**Wiring by layer**

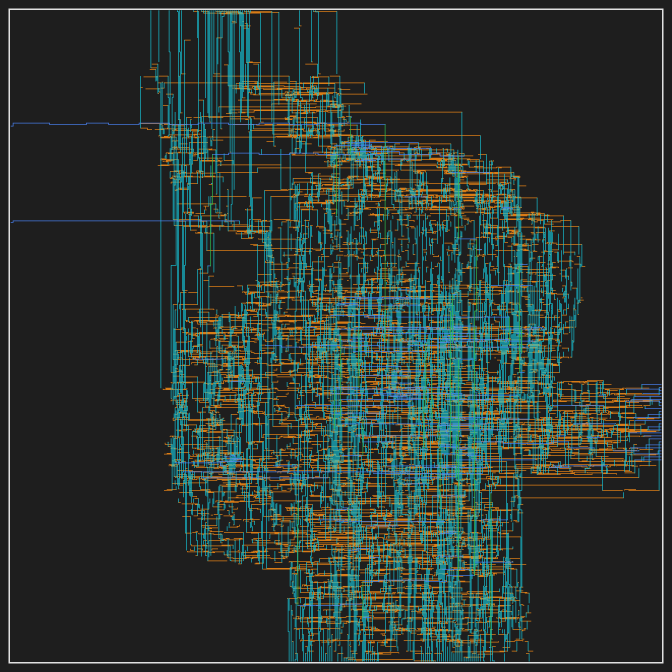
**Placed cells, one color a class**

Fill, decap, tap and diode cells in gray.
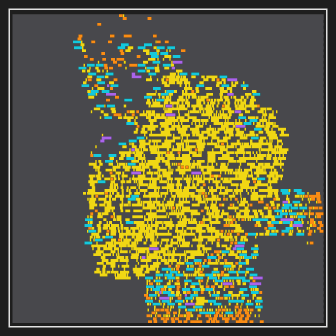
**Cell placement**

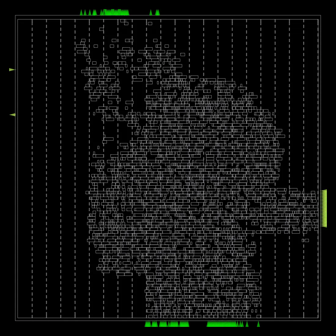
==> config.mk <==
export PLATFORM = sky130hd
export DESIGN_NAME = gate_state_mac
export DESIGN_NICKNAME = d
export VERILOG_FILES = /design/src/rtl/gate_state_mac.sv
export SDC_FILE = /design/constraint.sdc
export NUM_CORES = 1
export LEC_CHECK = 0
export CAP_MARGIN = 20
export CORE_MARGIN = 2
export CORE_UTILIZATION = 24
export DETAILED_ROUTE_END_ITERATION = 8
export HOLD_SLACK_MARGIN = 0.08
export SETUP_SLACK_MARGIN = 0.05
export SLEW_MARGIN = 40
export SYNTH_ARGS = -nofsm -noshare
export SYNTH_HDL_FRONTEND = slang
export SYNTH_SLANG_ARGS = --single-unit
==> constraint.sdc <==
create_clock -name clk -period 8.2 [get_ports clk]
set_input_delay 1.64 -clock clk [delete_from_list [all_inputs] [get_ports clk]]
set_output_delay 1.64 -clock clk [all_outputs]
set_load 0.02 [all_outputs]
==> job_summary.md <==
### Yosys + OpenROAD results

| Metric | Value |
|---|---|
| Met2 wire length | `approximately 30000 um` |
| CTS Root Buffer Type | `clkbuf_16` |
| Most frequent logic cell in the layout | `inv_1` |
| Mux share | `under 10%` |
| Clk pin slew, worst setup/hold paths | `0.08 ns` |
| Slew @ Worst Pin | `slightly below 0.9 ns` |
| Top-count cell post-synth | `inv_1` |
| Final worst slack | `0.3654 ns` |
| Worst r2r path cells | `27` |
| GP Congestion | `roughly 0.89` |
| Finish-stage setup viols | `0` |
| Initial drt markers | `approximately 1100` |
| Die width | `around 290 um` |
| Syn Inst Count | `around 2300` |
| Cell type with the largest total area | `fa_1` |
| Mapped Avg Cell Area | `about 9 um2` |
| EDFF count, synth | `0` |
| Min-Delay Path Class | `reg2reg` |
| Top logic cells by instance count in the layout | `inv_1, fa_1, nand2_1, nor2_1, dfxtp_1` |
| Rel. slew slack | `a little over two fifths` |
| Placed cell count | `about 3600` |
| Area-dominant class | `multi-input combinational cells` |
| M1 wire length | `25050 um` |
| Post-synth seq share | `16.65%` |
| Fin Hold WS | `0.4534 ns` |
| Net Count, Synth | `2901` |
| Most common cell on crit path | `fa_1` |
| GR met3 Demand/Resource | `approximately 2.7%` |
| DR vias | `approximately 16000` |
| Comb area share | `between 60% and 70%` |
| Io pins | `around 140` |
| Final #Nets | `between 3000 and 4000` |
| Critical path type | `reg2reg` |
| Total track usage | `14.30%` |
| Seq. cell area | `between 3000 and 4000 um2` |
| CP Capture Type | `register` |
| Unique cell types | `80` |
| Invs w/o clock | `between 400 and 500` |
| Fin. Hold Viols | `0` |
| WHS Path Cells | `2` |
| Yosys synthesis warning count | `0` |
| Post-DR vias/cell | `roughly 4.4` |
| CTS tree | `yes` |
| Max-cap violation count | `0` |
| Reg-to-reg slack, setup | `between 0.3 and 0.4 ns` |
| Post-Synth Adder-Cell Area | `41.65%` |
| Ao+oa area frac | `10.52%` |
| Diode count | `0` |
| Setup TNS | `0 ns` |
| Crit path max-delay cell type | `fa_1` |
| Layout area overhead | `18.73%` |
| CP bufs+invs | `7` |
| Largest register FFs | `about 64` |
| Tmin final | `7.835 ns` |
| Ys flop type | `dfxtp_1` |
| RSZ-0062 raised after global routing | `no` |
| Synth logic family | `adder cells` |
| Mi-comb count | `between 1500 and 2000` |
| Core box area | `approximately 84000 um2` |
| Vias in the first global route | `between 15000 and 20000` |
| Yosys cell count | `2325` |
| GR Util met1 | `18.12%` |
| Tool warnings | `29` |
| CP Depth | `27` |
| Clock buffer depth | `2` |
| Late-Pin Clk Latency | `between 0.5 and 0.6 ns` |
| Max H-tree Level | `4` |
| Clk sinks | `~170` |
| Post-route DRC | `0` |
| Top Metal Used | `met4` |
| Met3 routed WL | `3074 um` |
| XOR Share, Synth | `2.525%` |
| Antenna-violating nets left | `0` |
| Slowest stage delay, CP | `between 0.5 and 0.6 ns` |
| WP data arrival | `8.21 ns` |
| Fillcell total | `8930` |
| Max-slew violations | `0` |
| Fraction of registers with async set/reset | `0%` |
| Hold_buf cts | `0` |
| Port Buffer Count | `approximately 130` |
| Die height | `approximately 290 um` |
| Outcome | `complete, no violations` |
| Top cells by area, synth | `fa_1, dfxtp_1, inv_1` |
| Total CTS buffers | `17` |
| Synth Register Bits | `169` |
| Clk_skew | `about 0.022 ns` |
| Post-synth top cells | `inv_1, fa_1, nand2_1, nor2_1, dfxtp_1` |
| Post-Place Worst Slack | `0.03109 ns` |
| Layout cells sized above 1 | `around 8.8%` |
| Met2 Usage GRT | `around a quarter` |
| Post-synth area from yosys stat | `20320 um2` |
| GR Overflow Total | `0` |
| Post-Syn Area | `approximately 20000 um2` |
| Clock buffers | `18` |
| First-pass GRT wire length | `94670 um` |
| Post-CTS Setup Bufs | `0` |
| N_taps | `roughly 1100` |
| Req. time, crit path | `8.58 ns` |
| And+or+nand+nor area frac | `around 14%` |
| Post-CTS Resized | `2` |
| Non-clk bufs | `225` |
| Post-DP Area | `23330 um2` |
| Critical Path Start Type | `register` |
| GR peak layer | `met2` |
| Logic area | `~15000 um2` |
| Fmax | `approximately 130 MHz` |
| Area share, top type | `around 33%` |
| Top Family by Delay on Critical Path | `adder cells` |
| Largest net degree at the start of global routing | `around 94` |
| ClkCell Share | `between 2 and 2.5%` |
| 1st-pass router iterations | `8` |
| Non-clock buffer share | `under 10%` |
| Fp util | `24.28%` |
| CP max FO | `14` |
| DP Wirelength | `47820 um` |
| Initial antenna violation count | `1` |
| Die area | `slightly below 90000 um2` |
| Final Cycle Share | `between 90 and 100%` |
-- 'wiring by layer' (at the start) --
[blue] M3 | wire length: 3070 um
[orange] M1 | wire length: 25.1 mm
[cyan] M2 | wire length: 30.1 mm
[green] M4 | wire length: 1020 um
wire per inst: 16.35 um
final WL: 59250 um

-- 'placed cells, one color a class' (at the start) --
[yellow] remaining logic cells | cells: 2063 | share of their area: 73%
[orange] remaining buffers and delay cells | cells: 225 | share of their area: 9.0%
[purple] clock drivers and dummy loads | cells: 32 | share of their area: 2.6%
[cyan] sequential cells | cells: 169 | share of their area: 15%
Final Util: 28.83%
flop share of the area: 14.06%
site row count: 106
Final Cell Area: 24120 um2

-- 'cell placement' (at the start) --
final non-filler cell total: 3623
Seq cells: 169

